Figure 1. Metal 4 (run 1).
Drawn at 6 px/um. Supply wires on this layer in grey.
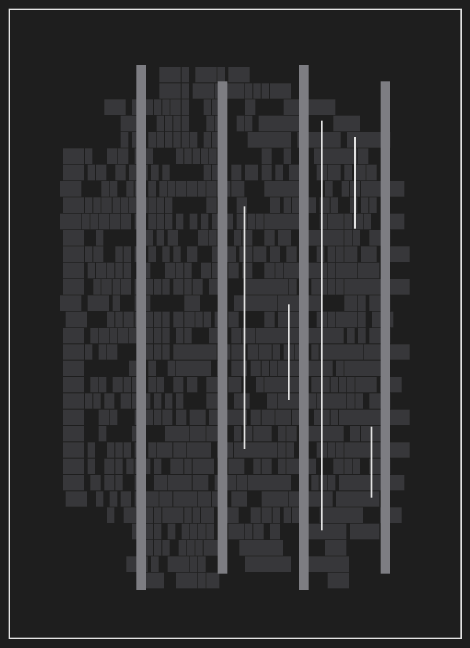
Figure 2. Clock nets (run 1).
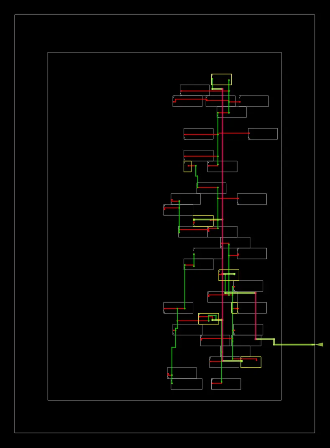
Figure 3. Placement density heat map (run 1).
Drawn at 4 px/um. 8 x 10 tiles, from white (low) to dark blue (high), 0 to 100% covered.
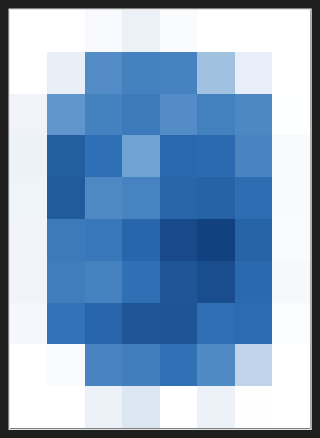
<file path="config.mk">
export PLATFORM = sky130hd
export DESIGN_NAME = uart_tx_sched
export DESIGN_NICKNAME = d
export VERILOG_FILES = /design/src/rtl/uart_tx_sched.sv
export SDC_FILE = /design/constraint.sdc
export NUM_CORES = 1
export LEC_CHECK = 0
export ABC_AREA = 1
export CORE_ASPECT_RATIO = 1.5
export CORE_MARGIN = 8
export CORE_UTILIZATION = 49
export DETAILED_ROUTE_END_ITERATION = 6
export PLACE_DENSITY = 0.86
export SLEW_MARGIN = 20
export SYNTH_ARGS = -nofsm -noshare
export SYNTH_HDL_FRONTEND = slang
export SYNTH_SLANG_ARGS = --single-unit
</file>
<file path="constraint.sdc">
create_clock -name pclk -period 2.2 [get_ports pclk]
set_clock_uncertainty 0.2 [all_clocks]
set_input_delay 0.44 -clock pclk [delete_from_list [all_inputs] [get_ports pclk]]
set_output_delay 0.44 -clock pclk [all_outputs]
set_load 0.03 [all_outputs]
</file>
<file path="src/rtl/uart_tx_sched.sv">
// uart_tx_sched
//   Round-robin scheduler sharing one UART transmitter between NREQ byte
//   requesters. A granted byte is held on tx_data while tx_en is high for
//   exactly one frame; the transmitter's frame-complete pulse (tx_done) ends
//   the frame, after which tx_en stays low for GAP_CYC cycles plus one IDLE
//   cycle before the next grant.
// Ports
//   pclk      in   clock
//   prst_n    in   synchronous active-low reset
//   sched_en  in   1 = scheduling enabled; 0 = abort frame in flight, no grants
//   req       in   [NREQ]   request vector, req[i] held until gnt[i]
//   req_data  in   [8*NREQ] byte of requester i on req_data[8i+7:8i]
//   gnt       out  [NREQ]   one-hot 1-cycle pulse: byte of requester i accepted
//   done      out  [NREQ]   one-hot 1-cycle pulse: frame of requester i finished
//   abort     out           1-cycle pulse: frame killed by sched_en=0
//   owner     out  [NREQ]   one-hot owner of the frame in flight, 0 outside SEND
//   tx_data   out  [8]      byte to transmitter
//   tx_en     out           transmit enable to transmitter
//   tx_done   in            1-cycle frame-complete pulse from transmitter
module uart_tx_sched #(
    parameter int unsigned NREQ    = 4,
    parameter int unsigned GAP_CYC = 2,
    parameter int unsigned GW      = 4
) (
    input  logic              pclk,
    input  logic              prst_n,
    input  logic              sched_en,
    input  logic [NREQ-1:0]   req,
    input  logic [8*NREQ-1:0] req_data,
    output logic [NREQ-1:0]   gnt,
    output logic [NREQ-1:0]   done,
    output logic              abort,
    output logic [NREQ-1:0]   owner,
    output logic [7:0]        tx_data,
    output logic              tx_en,
    input  logic              tx_done
);

    localparam int unsigned PW = (NREQ > 1) ? $clog2(NREQ) : 1;
    localparam logic [GW-1:0] GAP_LOAD = (GAP_CYC == 0) ? '0 : GW'(GAP_CYC - 1);

    typedef enum logic [1:0] {
        S_IDLE,
        S_SEND,
        S_GAP
    } state_t;

    state_t          state_q, state_d;
    logic [NREQ-1:0] gnt_q, gnt_d;
    logic [NREQ-1:0] done_q, done_d;
    logic            abort_q, abort_d;
    logic [NREQ-1:0] owner_q, owner_d;
    logic [7:0]      tx_data_q, tx_data_d;
    logic            tx_en_q, tx_en_d;
    logic [PW-1:0]   rr_q, rr_d;
    logic [PW-1:0]   own_idx_q, own_idx_d;
    logic [GW-1:0]   gap_q, gap_d;

    logic            win_found;
    logic [PW-1:0]   win_idx;
    logic [7:0]      win_byte;
    logic [PW-1:0]   rr_after_owner;

    // First requester found scanning upward from rr_q, wrapping at NREQ.
    always_comb begin
        win_found = 1'b0;
        win_idx   = '0;
        win_byte  = '0;
        for (int unsigned k = 0; k < NREQ; k++) begin
            int unsigned   cand;
            logic [PW-1:0] cand_idx;
            cand     = (32'(rr_q) + k) % NREQ;
            cand_idx = PW'(cand);
            if (!win_found && req[cand_idx]) begin
                win_found = 1'b1;
                win_idx   = cand_idx;
                win_byte  = req_data[8*cand +: 8];
            end
        end
    end

    assign rr_after_owner = (own_idx_q == PW'(NREQ - 1)) ? '0 : own_idx_q + PW'(1);

    always_comb begin
        state_d   = state_q;
        gnt_d     = '0;
        done_d    = '0;
        abort_d   = 1'b0;
        owner_d   = owner_q;
        tx_data_d = tx_data_q;
        tx_en_d   = tx_en_q;
        rr_d      = rr_q;
        own_idx_d = own_idx_q;
        gap_d     = gap_q;
        unique case (state_q)
            S_IDLE: begin
                if (sched_en && win_found) begin
                    tx_data_d = win_byte;
                    owner_d   = NREQ'(1) << win_idx;
                    gnt_d     = NREQ'(1) << win_idx;
                    own_idx_d = win_idx;
                    tx_en_d   = 1'b1;
                    state_d   = S_SEND;
                end
            end
            S_SEND: begin
                // Completion takes precedence over a simultaneous abort.
                if (tx_done) begin
                    tx_en_d = 1'b0;
                    done_d  = owner_q;
                    rr_d    = rr_after_owner;
                    owner_d = '0;
                    if (GAP_CYC == 0) begin
                        state_d = S_IDLE;
                    end else begin
                        gap_d   = GAP_LOAD;
                        state_d = S_GAP;
                    end
                end else if (!sched_en) begin
                    tx_en_d = 1'b0;
                    abort_d = 1'b1;
                    rr_d    = rr_after_owner;
                    owner_d = '0;
                    state_d = S_IDLE;
                end
            end
            S_GAP: begin
                if (gap_q == '0) begin
                    state_d = S_IDLE;
                end else begin
                    gap_d = gap_q - GW'(1);
                end
            end
            default: state_d = S_IDLE;
        endcase
    end

    always_ff @(posedge pclk) begin
        if (!prst_n) begin
            state_q   <= S_IDLE;
            gnt_q     <= '0;
            done_q    <= '0;
            abort_q   <= 1'b0;
            owner_q   <= '0;
            tx_data_q <= '0;
            tx_en_q   <= 1'b0;
            rr_q      <= '0;
            own_idx_q <= '0;
            gap_q     <= '0;
        end else begin
            state_q   <= state_d;
            gnt_q     <= gnt_d;
            done_q    <= done_d;
            abort_q   <= abort_d;
            owner_q   <= owner_d;
            tx_data_q <= tx_data_d;
            tx_en_q   <= tx_en_d;
            rr_q      <= rr_d;
            own_idx_q <= own_idx_d;
            gap_q     <= gap_d;
        end
    end

    assign gnt     = gnt_q;
    assign done    = done_q;
    assign abort   = abort_q;
    assign owner   = owner_q;
    assign tx_data = tx_data_q;
    assign tx_en   = tx_en_q;

endmodule

</file>
==> results_dict.tcl, run 1 <==
# collected from the flow reports
set metrics [dict create \
    outcome "completed" \
    setup_slack_after_placement_ns -0.118 \
    hold_class "reg2reg" \
    layoutNonFillerInstCount 577 \
    fp_nets 488 \
    count_of_warning_messages_emitted_by_the_tools 26 \
    route.detailed.vias_per_inst 4.98 \
    cts_resized 0 \
    crit_path_top_delay_cell "sky130_fd_sc_hd__clkdlybuf4s50_1" \
    grtUsageMet3 0.0268 \
    setup_viol 0 \
    drive_above_1_share 0.102 \
    netlist.area_leader.share 0.278 \
    rr_startpoint "rr_q[1]$_SDFFE_PN0P_" \
    detailedRoute.firstPassIterationCount 4 \
    worst-endpoint-required_ns 2.18 \
    worstHoldStart "owner[0]$_SDFFE_PN0P_" \
    chip_footprint_um2 7850 \
    timing.critical_path.slowest_cell_delay_ns 0.47 \
    synth.yosys.num_cells 446 \
    gr-usage-all-layers 0.178 \
    timing.final.max_slew_violations 0 \
    totalPowerFinal_mw 2.07 \
    irDropWorstVdd_mv 0.235 \
    synth_flop_count 32 \
    worst-endpoint-arrival_ns 2.01 \
    fraction_of_the_yosys_area_taken_by_sequential_cells 0.250 \
    min_path_cells 2 \
    worst_r2r_setup_slack_ns 0.22 \
    worstSetupStartpoint "req[1]" \
    leakage_nw 1.65 \
    crit_path_end "owner[2]$_SDFFE_PN0P_" \
    timing.critical_path.to_type "flip-flop" \
    finalNetCount 551 \
    floorplan.die.height_um 105 \
    floorplan.die.width_um 75.1 \
    synthesized_area_per_cell_um2 5.75 \
    async_s_r_ff_share_synth 0 \
    period_utilisation_layout 0.922 \
    ctsLongestPathBuffers 2 \
]
Back to the opening pictures, Figure 1:
share of all routed wire: 2.3%
longest straight run: 68.0 um
main direction: vertical
nets with wire on the layer: 5
wire length on this layer: 150 um
overall via count from detail_route: 2875
wire length after detailed routing: 6650 um

Back to the opening pictures, Figure 2:
number of clock sinks: 32
clock latency of the later-clocked register in the worst-skew pair: 0.28 ns
clock buffers: 6
number of buffers created by CTS: 5
layout sequential cell count: 32

Back to the opening pictures, Figure 3:
fullest tile: 93%
emptiest ninth of the die: north-east
tiles over 75% full: 23%
densest ninth of the die: centre
mean over tiles: 42%
placeable core region: 5080 um2
Final Core Density: 0.661
floorplan-stage core utilization: 0.504

## run 1: cell type report
type | instances | area [um2]
Clock buffer | 6 | 72.6
Tap cell | 68 | 85.1
Clock inverter | 1 | 5.00
Sequential cell | 32 | 642
Inverter | 52 | 204
Timing Repair Buffer | 79 | 771
Fill cell | 477 | 1720
Multi-Input combinational cell | 339 | 1580
## run 1: per-stage QoR
| step | setup TNS (ns) | hold WS (ns) |
|---|---|---|
| after floorplan | 0 | 0.247 |
| after global placement | -0.726 | 0.233 |
| after detailed placement | -1.21 | 0.240 |
| after CTS | 0 | 0.253 |
| after global routing | -0.00118 | 0.280 |
| final | 0 | 0.249 |
## run 1: logic make-up (layout without fill, tap and decap cells)
family	Yosys count	after routing	share of synthesized area
buffers and inverters	75	138	0.135
and+or+nand+nor	277	277	0.484
AOI/OAI and AO/OA	59	59	0.118
xor gates and xnor gates	1	1	0.00342
DFF	32	32	0.250
adders and majority gates	2	2	0.00975
## run 1: critical path, delay by kind of cell
family / cells / cell delay [ns]
buf+inv: 3 / 0.71
compound gates: 1 / 0.17
simple gates: 7 / 0.68
## run 1: routing by layer
| layer | up-vias | routed length [um] |
|---|---|---|
| met5 | - | 0 |
| met4 | 0 | 150 |
| met3 | 13 | 375 |
| met2 | 76 | 3470 |
| met1 | 1260 | 2650 |
| li1 | 1526 | - |
## run 1: report_power, final
part / switching (mW) / total [mW] / internal (mW)
logic: 0.583 / 0.981 / 0.398
registers: 0.0362 / 0.669 / 0.633
clock network: 0.207 / 0.421 / 0.215
total: 0.826 / 2.07 / 1.25
## run 1: flip-flops by register name (all words and copies together), names as in the netlist
signal / count
gnt: 4
owner: 4
abort: 1
tx_en: 1
state_q: 2
gap_q: 4
done: 4
tx_data: 8
rr_q: 2
own_idx_q: 2
Figure 4. Wiring by layer (run 1).
Drawn at 4 px/um.
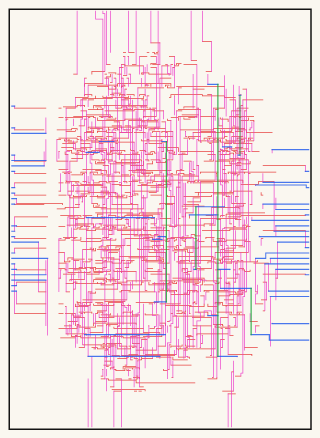

==> run 2: changes to the inputs <==
clock period = 2.56 ns   (was 2.2 ns; I/O delays follow)
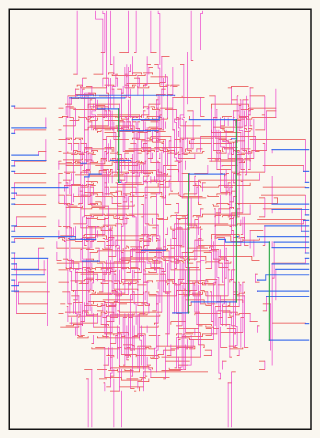
Figure 5: run 2, wiring by layer.
Drawn at 4 px/um.
[M1] red | wire length: 2590 um
[M4] green | wire length: 123 um
[M3] blue | wire length: 373 um
[M2] magenta | wire length: 3410 um

==> results_dict.tcl, run 2 <==
# collected from the flow reports
set metrics [dict create \
    hold_slack_ns 0.247 \
    timing.final.crit_period_ns 2.19 \
    group_with_the_largest_share_of_power "combinational logic" \
    ys_sh_adder 0.00976 \
    detailedRoute.firstPassIterationCount 4 \
    pwr.group.combinational_uw 791 \
    clk_latency_ns 0.28 \
    drt-total-wl_um 6500 \
    worstSetupStartpoint "req[1]" \
    setup_viol 0 \
    floorplan.die.height_um 105 \
    netlist.area_leader.share 0.278 \
    timing.critical_path.to_type "flip-flop" \
    synth_flop_count 32 \
    internal_power_mw 1.09 \
    worst_r2r_setup_slack_ns 0.41 \
    irDropWorstVdd_mv 0.243 \
    number_of_buffers_created_by_cts 5 \
    worst-path-stages 11 \
    ff2ff_path_depth 11 \
    crit_path_end "tx_data[0]$_SDFFE_PN0P_" \
    rr_startpoint "rr_q[0]$_SDFFE_PN0P_" \
    clkPwrFrac 0.230 \
    xor_share 0.00341 \
    totalPowerFinal_mw 1.78 \
    fp_nets 488 \
    crit_path_top_delay_cell "sky130_fd_sc_hd__clkdlybuf4s50_1" \
    synth.yosys.num_cells 446 \
    top_logic_kind "simple AND/OR/NAND/NOR gates" \
    async_s_r_ff_share_synth 0 \
    fraction_of_the_yosys_area_taken_by_sequential_cells 0.250 \
    outcome "completed" \
    synth-compound-area-share 0.118 \
    setup-tns-final_ns 0 \
    synthesized_area_per_cell_um2 5.75 \
    comb_power_share 0.445 \
    design.core.area_um2 5080 \
    worst-endpoint-required_ns 2.53 \
    p_clk_uw 409 \
    largest_register_ff_count 8 \
    netSwitchingPower_uw 691 \
    power_density_nw_per_um2 542 \
    path_cells "clkdlybuf4s50_1, inv_1, nand2_1, nand3_2, nand2_4, nor2_4, nand3_2, nand3_4, inv_2, nand3_1, and2_1" \
    critPathBufInv 3 \
    count_of_warning_messages_emitted_by_the_tools 26 \
    timing.critical_path.slowest_cell_delay_ns 0.47 \
    period_utilisation_layout 0.855 \
    timing.critical_path.max_delay_family "simple AND/OR/NAND/NOR gates" \
    cts_hold_repair.buffers 0 \
    drive_above_1_share 0.0820 \
    fin_util 0.645 \
    worst-endpoint-arrival_ns 2.16 \
    finalNetCount 542 \
    gr-usage-all-layers 0.178 \
    synthMuxAreaShare 0 \
    ctsLongestPathBuffers 2 \
    sequentialPowerShare 0.324 \
    seq-power_uw 576 \
    boundaryPins 62 \
    floorplan.die.width_um 75.1 \
    timing.final.max_slew_violations 0 \
    routed-via-count 2839 \
    cts_resized 0 \
    leakage_nw 1.61 \
]
[run 2: cell counts after synthesis]
No cell type changed its count.
[run 2: cell type report]
cell class              instances  area, um2
well taps                      68       85.1
multi-input cells             339       1580
fillers                       493       1810
repair buffers                 70        678
clock buffers                   7       96.3
flip-flops and latches         32        641
inverters                      52        200
[run 2: logic make-up (layout without fill, tap and decap cells)]
kind of cell / after synthesis / in the layout
AND/OR/NAND/NOR: 277 / 277
AND-OR/OR-AND: 59 / 59
adder cells (fa/ha/maj): 2 / 2
XOR/XNOR: 1 / 1
flip-flops: 32 / 32
buffers and inverters: 75 / 129
[run 2: layer usage]
layer / track usage / vias to the layer above / share of wire
met4: 0.0718 / 0 / 0.019
met2: 0.316 / 78 / 0.52
met1: 0.192 / 1247 / 0.40
met5: 0 / - / 0
met3: 0.0364 / 10 / 0.057
li1: - / 1504 / -
[run 2: how the worst min path moves through the flow]
| stage | end | depth (start not counted) | startpoint |
|---|---|---|---|
| finish | done[0]$_SDFF_PN0_ | 2 | owner[0]$_SDFFE_PN0P_ |
| floorplan | own_idx_q[1]$_SDFFE_PN0P_ | 2 | own_idx_q[1]$_SDFFE_PN0P_ |
| CTS | done[0]$_SDFF_PN0_ | 2 | owner[0]$_SDFFE_PN0P_ |
| global placement | done[1]$_SDFF_PN0_ | 2 | owner[1]$_SDFFE_PN0P_ |
| detailed placement | done[1]$_SDFF_PN0_ | 2 | owner[1]$_SDFFE_PN0P_ |
| global route | done[0]$_SDFF_PN0_ | 2 | owner[0]$_SDFFE_PN0P_ |
[run 2: metrics by stage]
step	cell area [um2]	cells	setup WS, ns
floorplan	2560	446	0.789
global placement	3180	561	0.137
detailed placement	3180	561	0.0844
CTS	3280	568	0.369
global route	3280	568	0.212
finish	3280	568	0.370
